$ cat src/rtl/scan_data_reg_if.sv
// scan_data_reg_if: controller decode, serial and parallel data signals of the scan data register
// master drives the controller state lines (reset/shift/update/run), si and par_in
// slave is the register itself and drives so, par_out, upd_valid and err
interface scan_data_reg_if #(parameter int WIDTH = 8);
    logic             reset;
    logic             shift;
    logic             update;
    logic             run;
    logic             si;
    logic [WIDTH-1:0] par_in;
    logic             so;
    logic [WIDTH-1:0] par_out;
    logic             upd_valid;
    logic             err;
    modport master (output reset, shift, update, run, si, par_in,
                    input  so, par_out, upd_valid, err);
    modport slave  (input  reset, shift, update, run, si, par_in,
                    output so, par_out, upd_valid, err);
endinterface

$ cat src/rtl/scan_data_reg.sv
// scan_data_reg: serial scan data register following the test controller's decoded states
// clk : rising-edge clock
// rs  : synchronous active-low reset
// bus : slave side of scan_data_reg_if (reset/shift/update/run/si/par_in in, so/par_out/upd_valid/err out)
module scan_data_reg #(
    parameter int               WIDTH     = 8,
    parameter logic [WIDTH-1:0] RESET_VAL = '0
) (
    input logic           clk,
    input logic           rs,
    scan_data_reg_if.slave bus
);
    localparam int CW = $clog2(WIDTH + 1);
    localparam logic [CW-1:0] FULL = CW'(WIDTH);
    logic [WIDTH-1:0] sr;
    logic [CW-1:0]    cnt;
    logic             shift_d, update_d;
    // run and the all-low pattern need no branch: falling through the
    // priority chain below holds every register except upd_valid
    always_ff @(posedge clk) begin
        if (!rs || bus.reset) begin
            sr            <= '0;
            cnt           <= '0;
            bus.so        <= 1'b0;
            bus.par_out   <= RESET_VAL;
            bus.upd_valid <= 1'b0;
            bus.err       <= 1'b0;
            shift_d       <= 1'b0;
            update_d      <= 1'b0;
        end else begin
            shift_d       <= bus.shift;
            update_d      <= bus.update;
            bus.upd_valid <= 1'b0;
            if (bus.update && !update_d) begin
                cnt <= '0;
                if (cnt == FULL) begin
                    bus.par_out   <= sr;
                    bus.upd_valid <= 1'b1;
                    bus.err       <= 1'b0;
                end else begin
                    bus.err <= 1'b1;
                end
            end else if (bus.shift && !shift_d) begin
                // first shift cycle: par_in[0] goes straight out, the rest is loaded behind it
                sr     <= {bus.si, bus.par_in[WIDTH-1:1]};
                bus.so <= bus.par_in[0];
                cnt    <= CW'(1);
            end else if (bus.shift) begin
                sr     <= {bus.si, sr[WIDTH-1:1]};
                bus.so <= sr[0];
                cnt    <= (cnt == FULL) ? cnt : cnt + CW'(1);
            end
        end
    end
endmodule
$ cat src/flat_wrapper.sv
// flat-port wrapper written by rule: the top's interface ports become plain ports
module scan_data_reg_flat 
#(
    parameter int               WIDTH     = 8,
    parameter logic [WIDTH-1:0] RESET_VAL = '0
)
  (clk, rs, bus_reset, bus_shift, bus_update, bus_run, bus_si, bus_par_in, bus_so, bus_par_out, bus_upd_valid, bus_err);
  scan_data_reg_if #(.WIDTH(WIDTH)) bus_i ();
  input logic clk;
  input logic rs;
  input wire logic [$bits(bus_i.reset)-1:0] bus_reset;
  input wire logic [$bits(bus_i.shift)-1:0] bus_shift;
  input wire logic [$bits(bus_i.update)-1:0] bus_update;
  input wire logic [$bits(bus_i.run)-1:0] bus_run;
  input wire logic [$bits(bus_i.si)-1:0] bus_si;
  input wire logic [$bits(bus_i.par_in)-1:0] bus_par_in;
  output wire logic [$bits(bus_i.so)-1:0] bus_so;
  output wire logic [$bits(bus_i.par_out)-1:0] bus_par_out;
  output wire logic [$bits(bus_i.upd_valid)-1:0] bus_upd_valid;
  output wire logic [$bits(bus_i.err)-1:0] bus_err;
  assign bus_i.reset = bus_reset;
  assign bus_i.shift = bus_shift;
  assign bus_i.update = bus_update;
  assign bus_i.run = bus_run;
  assign bus_i.si = bus_si;
  assign bus_i.par_in = bus_par_in;
  assign bus_so = bus_i.so;
  assign bus_par_out = bus_i.par_out;
  assign bus_upd_valid = bus_i.upd_valid;
  assign bus_err = bus_i.err;
  scan_data_reg #(.WIDTH(WIDTH), .RESET_VAL(RESET_VAL)) u_core (.clk(clk), .rs(rs), .bus(bus_i));
endmodule
$ cat config.mk
export PLATFORM = sky130hd
export DESIGN_NAME = scan_data_reg_flat
export DESIGN_NICKNAME = d
export VERILOG_FILES = /design/src/rtl/scan_data_reg_if.sv /design/src/rtl/scan_data_reg.sv /design/src/flat_wrapper.sv
export SDC_FILE = /design/constraint.sdc
export NUM_CORES = 1
export LEC_CHECK = 0
export CAP_MARGIN = 5
export CORE_MARGIN = 4
export CORE_UTILIZATION = 45
export CTS_BUF_LIST = sky130_fd_sc_hd__clkbuf_8
export DETAILED_ROUTE_END_ITERATION = 7
export PLACE_DENSITY = 0.81
export SYNTH_ARGS = -nofsm -noshare
export SYNTH_HDL_FRONTEND = slang
export SYNTH_SLANG_ARGS = --single-unit
$ cat constraint.sdc
create_clock -name clk -period 1.6 [get_ports clk]
set_clock_uncertainty 0.05 [all_clocks]
set_input_delay 0.32 -clock clk [delete_from_list [all_inputs] [get_ports clk]]
set_output_delay 0.32 -clock clk [all_outputs]
set_load 0.05 [all_outputs]
==> results.py <==
# Synthesis and PnR figures
metrics = {
    "cells_and_area": {
        "fillerInstances": 154,
        "areaGrowthSynthToFinish_pct": 45.1,
        "drive_gt1_share_pct": 21.5,
        "layout_nets": 162,
        "diodes": 0,
        "design_area_um2": 1480,
        "largestRegisters": "u_core.bus.par_out: 8 flops, u_core.sr: 8 flops, u_core.cnt: 4 flops",
    },
    "floorplan": {
        "die-area_um2": 3090,
        "die_h_um": 55.6,
        "i_o_pin_total": 26,
        "die_w_um": 55.6,
        "floorplan.core_util_pct": 49.5,
    },
    "pwr": {
        "report.power.total_w": 0.00115,
        "pg_comb_w": 0.000132,
        "power_report.internal_total_w": 0.000877,
        "clock_power_share_pct": 33.0,
        "power.static_leakage_nw": 0.534,
        "clock_network_power_w": 0.000378,
        "combPwrFrac_pct": 11.5,
        "net-switching-power_w": 0.000269,
        "sequentialPowerShare_pct": 55.5,
        "power_leader": "sequential cells",
        "seq_cell_power_w": 0.000636,
        "worst_case_vdd_ir_drop_mv": 0.723,
        "p_sw_share_pct": 23.4,
    },
    "critical_path": {
        "critPathLaunchType": "input pin",
        "wp_data_required_ns": 1.69,
        "cp_slowest_cell": "sky130_fd_sc_hd__clkdlybuf4s50_1",
        "top_fanout_value_on_the_critical_path": 8,
        "r2r_setup_slack_ns": 0.14,
        "endpoint_kind": "flip-flop",
        "crit_type": "input pin to flip-flop",
        "worst_reg2reg_endpoint": "u_core.cnt[2]",
        "critPathMaxStageDelay_ns": 0.57,
        "timing_endpoint_of_the_critical_path": "u_core.sr[0]",
        "worst-endpoint-arrival_ns": 1.57,
    },
    "synthesis": {
        "synth_flop_type": "sky130_fd_sc_hd__dfxtp_1",
        "yosys.stat.seqShare_pct": 49.0,
        "ys_sh_aoi_pct": 24.8,
        "post_synth_main_area_contributors": "sky130_fd_sc_hd__dfxtp_1 (49%), sky130_fd_sc_hd__o22ai_1 (9.8%), sky130_fd_sc_hd__o211ai_1 (5.9%)",
        "synth-cells-yosys": 111,
        "postSynthAreaPerCell_um2": 9.20,
        "synth.ff_latch_count": 25,
        "ys.warnings.count": 0,
        "enable_flop_cells": 0,
        "post-synth-top-area-fraction_pct": 49.0,
        "post_synth_xor_area_fraction_pct": 0.858,
        "combined_area_of_all_synthesized_cells_um2": 1020,
        "synth.cellmix.simpleShare_pct": 16.7,
        "post-synth-top-area-cell": "sky130_fd_sc_hd__dfxtp_1",
        "ys_area_um2": 1020,
        "netlist_top_cells_count": "sky130_fd_sc_hd__dfxtp_1 (25), sky130_fd_sc_hd__o22ai_1 (16), sky130_fd_sc_hd__nand2_1 (11)",
        "synth.distinct_cells": 26,
        "ys_async_sr_fraction_pct": 0,
        "synthCells": 111,
        "synth.net_count": 128,
        "muxShareOfSynthArea_pct": 0,
        "synthAdderAreaFrac_pct": 2.45,
        "synth.logic.top_family": "AND-OR/OR-AND gates",
    },
    "routing": {
        "drcViolationCount": 0,
        "wire_per_inst_um": 14.8,
        "drtAntennaViolNets": 0,
        "wl_mm": 2.53,
        "dr_total_vias": 965,
        "vias_per_cell": 5.64,
        "detail_route.first_pass.iterations": 4,
    },
    "clock_tree": {
        "cts_resized": 0,
        "cts_tree": "done",
        "clock_tree.htree_level_count": 1,
        "cts_buffers": 3,
        "cts.reportedPaths.clkPinSlew_ns": 0.09,
        "post-cts-setup-buffer-count": 0,
        "cts_num_sinks": 25,
        "clock.latency.late_pin_ns": 0.27,
        "clock_path_buffers": 2,
        "cts_hold_repair.buffers": 0,
        "ctsRootBufferMaster": "sky130_fd_sc_hd__clkbuf_8",
    },
    "final_timing": {
        "setup_slack_of_the_critical_path_after_layout_ns": 0.114,
        "finalCriticalPeriod_ns": 1.49,
        "max_slew.worst_pin.slew_ns": 0.514,
        "setup_violations": 0,
        "report.final.hold_viol_count": 0,
        "fin_crit_sh_pct": 92.9,
        "timing.fmax_mhz": 673,
        "finalHoldWorstSlack_ns": 0.447,
        "slew_headroom_pct": 65.6,
    },
    "global_routing": {
        "first_global_vias": 923,
        "initial_antenna_violation_count": 0,
        "overflow": 0,
    },
    "place": {
        "detailed_place_hpwl_mm": 1.92,
        "place.gp.congestion": 0.852,
        "pre_cts_ws_ns": -0.161,
    },
    "status": {
        "run_status": "completed",
    },
    "min_path": {
        "worstHoldStart": "u_core.sr[7]",
        "worst_hold_path.endpoint": "u_core.bus.par_out[7]",
        "holdPathStages": 2,
        "timing.hold.worst.class": "flip-flop to flip-flop",
    },
    "job": {
        "drv.max_cap_violation_count": 0,
    },
}
[cell usage in the layout (no fill, tap or decap), types with 2 or more instances in the layout]
cell,count
sky130_fd_sc_hd__dfxtp_1,25
sky130_fd_sc_hd__o22ai_1,16
sky130_fd_sc_hd__clkdlybuf4s50_1,13
sky130_fd_sc_hd__buf_4,13
sky130_fd_sc_hd__nand2_1,11
sky130_fd_sc_hd__buf_12,10
sky130_fd_sc_hd__o21ai_0,9
sky130_fd_sc_hd__o211ai_1,8
sky130_fd_sc_hd__nor2_1,5
sky130_fd_sc_hd__nand3_1,5
sky130_fd_sc_hd__a21oi_1,4
sky130_fd_sc_hd__inv_1,3
sky130_fd_sc_hd__clkbuf_8,3
sky130_fd_sc_hd__nand2b_1,2
sky130_fd_sc_hd__o21ai_1,2
sky130_fd_sc_hd__ha_1,2
[final cells by class]
class / count / area, um^2 / area share (%)
Multi-Input combinational cell: 76 / 459 / 31.0
Clock buffer: 3 / 41.3 / 2.79
Clock inverter: 1 / 7.51 / 0.507
Tap cell: 27 / 33.8 / 2.28
Timing Repair Buffer: 36 / 428 / 28.9
Inverter: 3 / 11.3 / 0.760
Sequential cell: 25 / 500 / 33.8
[critical path, delay by kind of cell]
family                 cells  cell delay, ns
and+or+nand+nor            1            0.42
buffers and inverters      2            0.65
AOI/OAI and AO/OA          1            0.18
[metrics by stage]
step | utilization [%] | TNS (ns)
floorplan | - | 0
global placement | 69.4 | -1.57
detailed placement | 69.4 | -2.28
CTS | 71.7 | 0
global route | 71.8 | 0
finish | 71.8 | 0
[routing by layer]
metal / GRT usage, % / routed length, um / vias up
li1: - / - / 471
met1: 20.7 / 1020 / 455
met2: 28.9 / 1280 / 35
met3: 4.64 / 173 / 4
met4: 7.29 / 53 / 0
met5: 0 / 0 / -
### Signal metal coverage by tile

The bar under the picture is 20 um long. 11 x 11 tiles, from black (low) to pale yellow (high), scaled to the fullest tile. Values are wire area over tile area, all layers added.
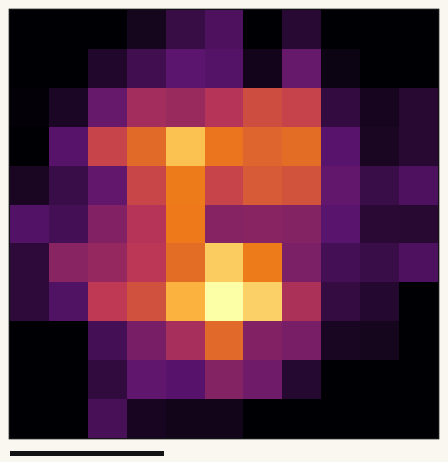
- densest ninth of the die: middle
- tiles over half the peak: 19%
- fullest tile: 0.52
- mean over tiles: 0.13
- nearly empty tiles: 24%
- emptiest ninth of the die: bottom right

### Wiring by layer

The bar under the picture is 20 um long. Only two layers are drawn.
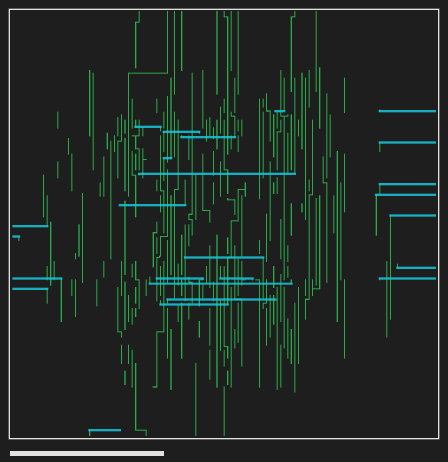
- M2: green (wire length 1280 um)
- M3: cyan (wire length 173 um)

### Placement view

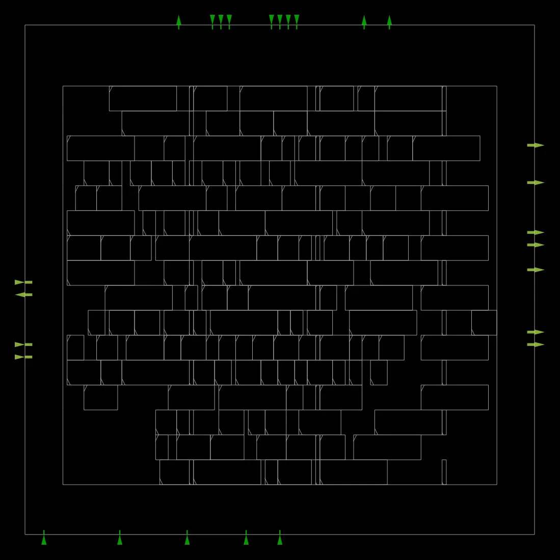
sequential portion of the cell area: 33.8%
Core Footprint: 2060 um^2
Final Non-Filler Cells: 171
count of sequential standard cells: 25

Power is estimated from default activity; no workload was simulated.
